Design modexp_sequencer, sky130hd; sources not shown.
Run 1, the metal 1 layer:
The bar under the picture is 20 um long.
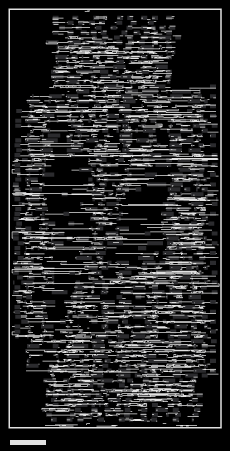
nets with wire on the layer	1,019
main direction	horizontal
share of all routed wire	34%
M1 GR Usage: 22.3%
Vias: 7,250
final WL: 31,300 um

Run 1, M2 wires:
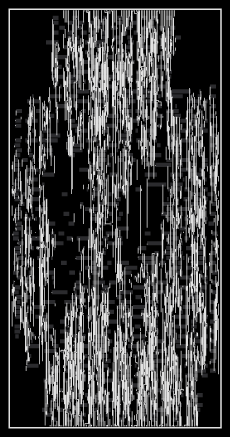
nets with wire on the layer	1,090
main direction	vertical
met2 Resource Use GR: 44.1%

Run 1, metal 3:
The bar under the picture is 20 um long.
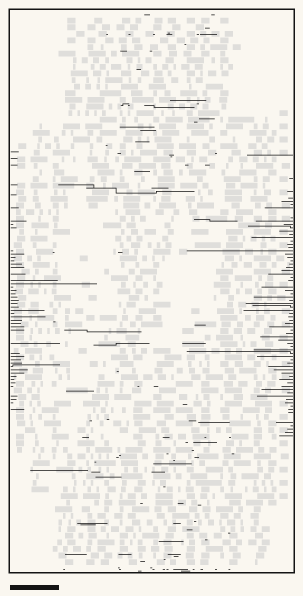
share of all routed wire	3.8%
longest straight run	43.5 um
wire length on this layer	1,180 um
nets with wire on the layer	170
main direction	horizontal
met3 Use GR: 4.13%

Run 1, cell outlines without signal wires:
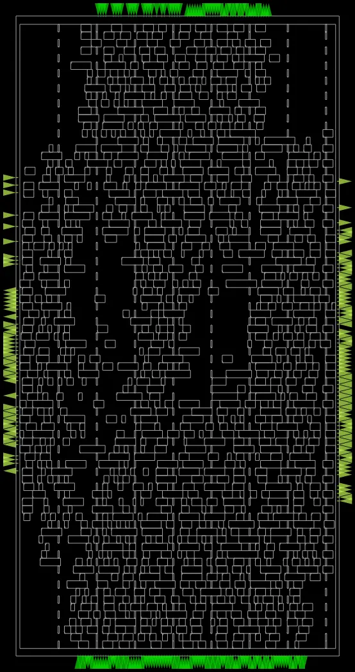
Filler Cell Count: 2,826
num rows: 83
Finished Layout Cells: 1,384
Core Area: 25,800 um^2

==> impl_metrics.yaml, run 1 <==
# generated from flow reports
status:
  status: "complete, no violations"
critical_path:
  start_kind: "flop"
  cp.depth: 6
  r2r_setup_slack_ns: 0.84
  cp.required_ns: 2.70
  critPathTopFamily: "buffers and inverters"
layout:
  final_area_um2: 10600
routing:
  dr_wl_met3_um: 1180
  vias_per_cell: 5.24
  drt_iter0_drc: 404
  postRouteAntennaNets: 0
power_and_ir_drop:
  clkPwrFrac_pct: 25.3
  seq-power_mw: 2.53
  p_switching_mw: 3.09
  swShare_pct: 39.8
  maxPowerGroup: "combinational cells"
timing:
  fmax_ghz: 0.303
  rsz0062_at_grt: "false"
  hold_viol: 0
synth:
  async_flop_share_pct: 0
  synthCells: 798
  topCellsByArea: "dfxtp_1 (46%), a22oi_1 (10%), a21oi_1 (7.0%), nand2_1 (6.8%), and2_1 (5.5%)"
  ys_chip_area_um2: 7110
  fa_ha_area_share_pct: 0
  top_cells_by_count: "dfxtp_1 (164), nand2_1 (129), a21oi_1 (99), a22oi_1 (95), and2_1 (63)"
  yosys_most_used_dff: "dfxtp_1"
  synth-edff-count: 0
placed_design:
  place.gp.congestion: 0.831
  dpl-instance-area_um2: 9990
floorplan:
  io-pin-count: 266
  fp.dieH_um: 232
job:
  tool_warnings: 26
clock_tree:
  cts_root_buf: "clkbuf_16"
grt:
  grt-ovfl-total: 0
## run 1: layout make-up
cell class                 count  area, um^2
antenna                        6        15.0
timing repair buffer         283        2820
sequential                   164        3280
inverter                       4        15.0
clock buffer                  23         478
tap                          340         425
fill                        2826       15100
clock inverter                 9         126
multi-input combinational    555        3470
## run 1: per-stage QoR
stage	utilization [%]	worst slack, ns	std cells	total power, mW	hold WS (ns)
finish	41.3	0.198	1384	7.75	0.365
floorplan	-	1.07	800	4.40	0.336
CTS	41.2	0.0406	1378	7.84	0.369
global placement	38.8	0.339	1343	5.66	0.349
detailed placement	38.8	0.311	1343	5.80	0.359
global route	41.3	0.0391	1384	8.16	0.396
Run 1, layout detail:
Window x 14 to 44, y 43 to 73 um. Cells in grey, sequential cells in the stronger grey; small squares are vias.
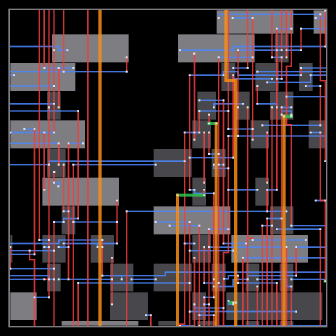

==> run 2, diff against run 1 <==
Settings changed: ABC_AREA set to 1, CORE_MARGIN set to 3, CORE_UTILIZATION 27 to 26, PLACE_DENSITY 0.9 to unset, PLACE_DENSITY_LB_ADDON set to 0.1.
Run 2, layout detail:
Window x 17 to 47, y 48 to 78 um. Cells in grey, sequential cells in the stronger grey; small squares are vias.
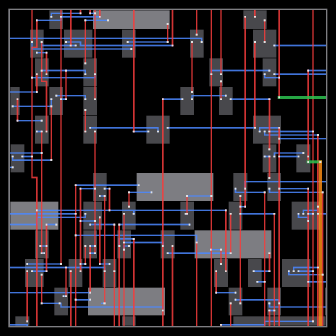
colour	layer
green	met3
blue	met1
orange	met4
red	met2
sequential cells in the window	5
cells with their middle in the window	49
most frequent	nand2_1 (16), nor2_1 (14)

Run 2, cell outlines without signal wires:
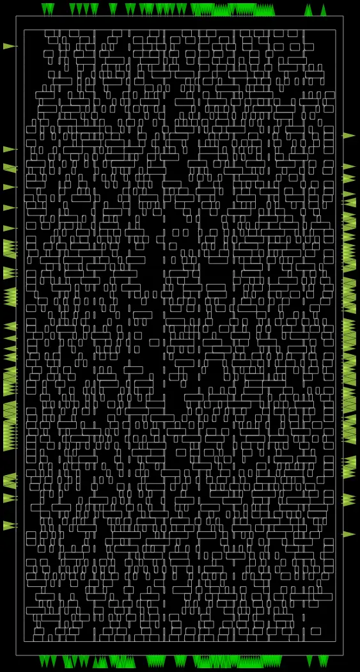
flop count: 164
num rows: 89
# Taps: 364

Run 2, the metal 1 layer:
The bar under the picture is 50 um long.
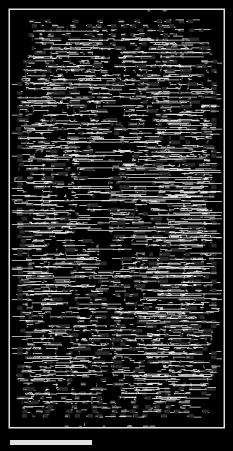
main direction	horizontal
wire length on this layer	12,600 um
M1 GR Usage: 20.6%
Vias: 8,617
final WL: 34,900 um

==> impl_metrics.yaml, run 2 <==
# generated from flow reports
power_and_ir_drop:
  maxPowerGroup: "combinational cells"
  seq-power_mw: 2.45
  clkPwrFrac_pct: 21.8
placed_design:
  dp.cells: 1734
  place.gp.congestion: 0.789
grt:
  grt-ovfl-total: 0
critical_path:
  cp.depth: 4
  r2r_setup_slack_ns: 0.72
  critPathTopFamily: "buffers and inverters"
  cp.required_ns: 2.70
  start_kind: "flop"
layout:
  inverters: 181
  fill_cells: 3565
  layout.nonclk_buf_share_pct: 24.7
  nClkBuffers: 21
  instances_no_fill: 1768
  comb_area_share_pct: 31.5
  clk_share_pct: 5.02
  regArea_um2: 3280
  nNonClkBuffers: 283
  seq_share_pct: 28.7
job:
  tool_warnings: 26
synth:
  synthCells: 1163
  yosys_most_used_dff: "dfxtp_1"
  topCellsByArea: "dfxtp_1 (41%), nand2_1 (11%), nor2_1 (8.9%), inv_1 (8.4%), nand3_1 (4.2%)"
  top_cells_by_count: "nand2_1 (228), nor2_1 (188), inv_1 (178), dfxtp_1 (164), nand3_1 (67)"
  synth-edff-count: 0
timing:
  rsz0062_at_grt: "false"
  hold_viol: 0
status:
  status: "complete, no violations"
routing:
  drt_iter0_drc: 355
  postRouteAntennaNets: 0
  vias_per_cell: 4.87
floorplan:
  io-pin-count: 266
  fp.dieH_um: 253
## run 2: cell families after synthesis
logic type             after synthesis  synth area share (%)
and+or+nand+nor                    544                  29.1
buffers and inverters              259                  13.6
AOI/OAI and AO/OA                  195                  15.9
DFF                                164                  41.4
other                                1                0.0473
## run 2: stage by stage
stage          setup WS, ns  util (%)  cell area [um^2]
2_1_floorplan          1.09         -              7940
4_1_cts               0.200      38.2             11400
6_report              0.272      38.3             11400
5_1_grt               0.113      38.3             11400
3_3_place_gp          0.174      36.3             10800
3_5_place_dp         0.0993      36.3             10800
## run 2: per-layer routing
metal	wire length, um	track usage (%)	share of wire, %	up-vias
met4	831	7.85	2.4	0
met3	1120	3.29	3.2	36
met2	20300	43.7	58	186
met1	12600	20.6	36	4228
met5	0	0	0	-
li1	-	-	-	4167
==> run 3, diff against run 2 <==
Settings changed: CAP_MARGIN set to 0.
Run 3, the metal 1 layer:
The bar under the picture is 50 um long.
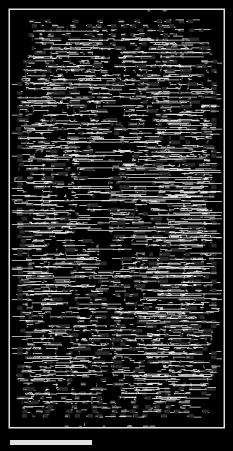
nets with wire on the layer	1,385
wire length on this layer	12,600 um

Run 3, metal 3:
The bar under the picture is 50 um long.
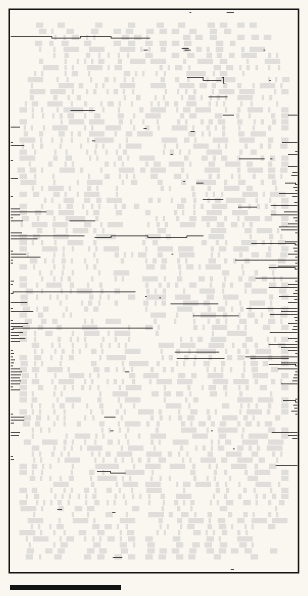
nets with wire on the layer	150
longest straight run	62.8 um
main direction	horizontal
wire length on this layer	1,120 um
met3 Use GR: 3.29%

Run 3, layout detail:
Window x 17 to 47, y 48 to 78 um. Cells in grey, sequential cells in the stronger grey; small squares are vias.
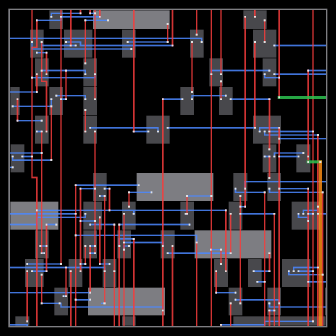
colour	layer
orange	met4
green	met3
red	met2
blue	met1
cells with their middle in the window	49
most frequent	nand2_1 (16), nor2_1 (14)
sequential cells in the window	5

==> impl_metrics.yaml, run 3 <==
# generated from flow reports
layout:
  fill_cells: 3565
  instances_no_fill: 1768
  fin_util_pct: 38.3
power_and_ir_drop:
  maxPowerGroup: "combinational cells"
  p_switching_mw: 3.76
  swShare_pct: 44.2
  seq-power_mw: 2.45
routing:
  drt_iter0_drc: 355
  drt-met1-wl_um: 12600
  dr_wl_met3_um: 1120
  vias_per_cell: 4.87
  dr_total_vias: 8617
  wl_met2_um: 20300
  route.top_layer_used: "met4"
floorplan:
  coreArea_um2: 29800
  rows: 89
  fp.dieH_um: 253
synth:
  synthAoiAreaFrac_pct: 15.9
  synth-edff-count: 0
  logic_family: "simple AND/OR/NAND/NOR gates"
  ys_chip_area_um2: 7930
  ys_sh_simple_pct: 29.1
  yosys_most_used_dff: "dfxtp_1"
  fa_ha_area_share_pct: 0
  synthCells: 1163
  topCellsByArea: "dfxtp_1 (41%), nand2_1 (11%), nor2_1 (8.9%), inv_1 (8.4%), nand3_1 (4.2%)"
placed_design:
  dp.cells: 1734
  place.gp.congestion: 0.789
timing:
  hold_viol: 0
  fmax_ghz: 0.310
critical_path:
  cp.depth: 4
  start_kind: "flop"
  cp.required_ns: 2.70
  critPathTopFamily: "buffers and inverters"
grt:
  use_met1_pct: 20.6
  use_met2_pct: 43.7
  grt_pass1_vias: 9594
job:
  tool_warnings: 26
clock_tree:
  cts_root_buf: "clkbuf_16"
status:
  status: "complete, no violations"
-- run 3: final cells by class --
type	count	area [um^2]	share of cell area, %
diodes	2	5.00	0.0438
clock buffers	21	470	4.12
clock inverters	11	103	0.898
inverters	181	679	5.95
multi-input cells	742	3600	31.5
flip-flops and latches	164	3280	28.7
well taps	364	455	3.99
repair buffers	283	2830	24.7
-- run 3: per-stage QoR --
stage | cell area [um^2] | hold WS (ns) | total power [mW]
3_5_place_dp | 10800 | 0.360 | 6.77
2_1_floorplan | 7940 | 0.340 | 5.01
3_3_place_gp | 10800 | 0.351 | 6.68
4_1_cts | 11400 | 0.371 | 8.68
6_report | 11400 | 0.368 | 8.50
5_1_grt | 11400 | 0.392 | 9.17
Power is estimated from default activity; no workload was simulated.
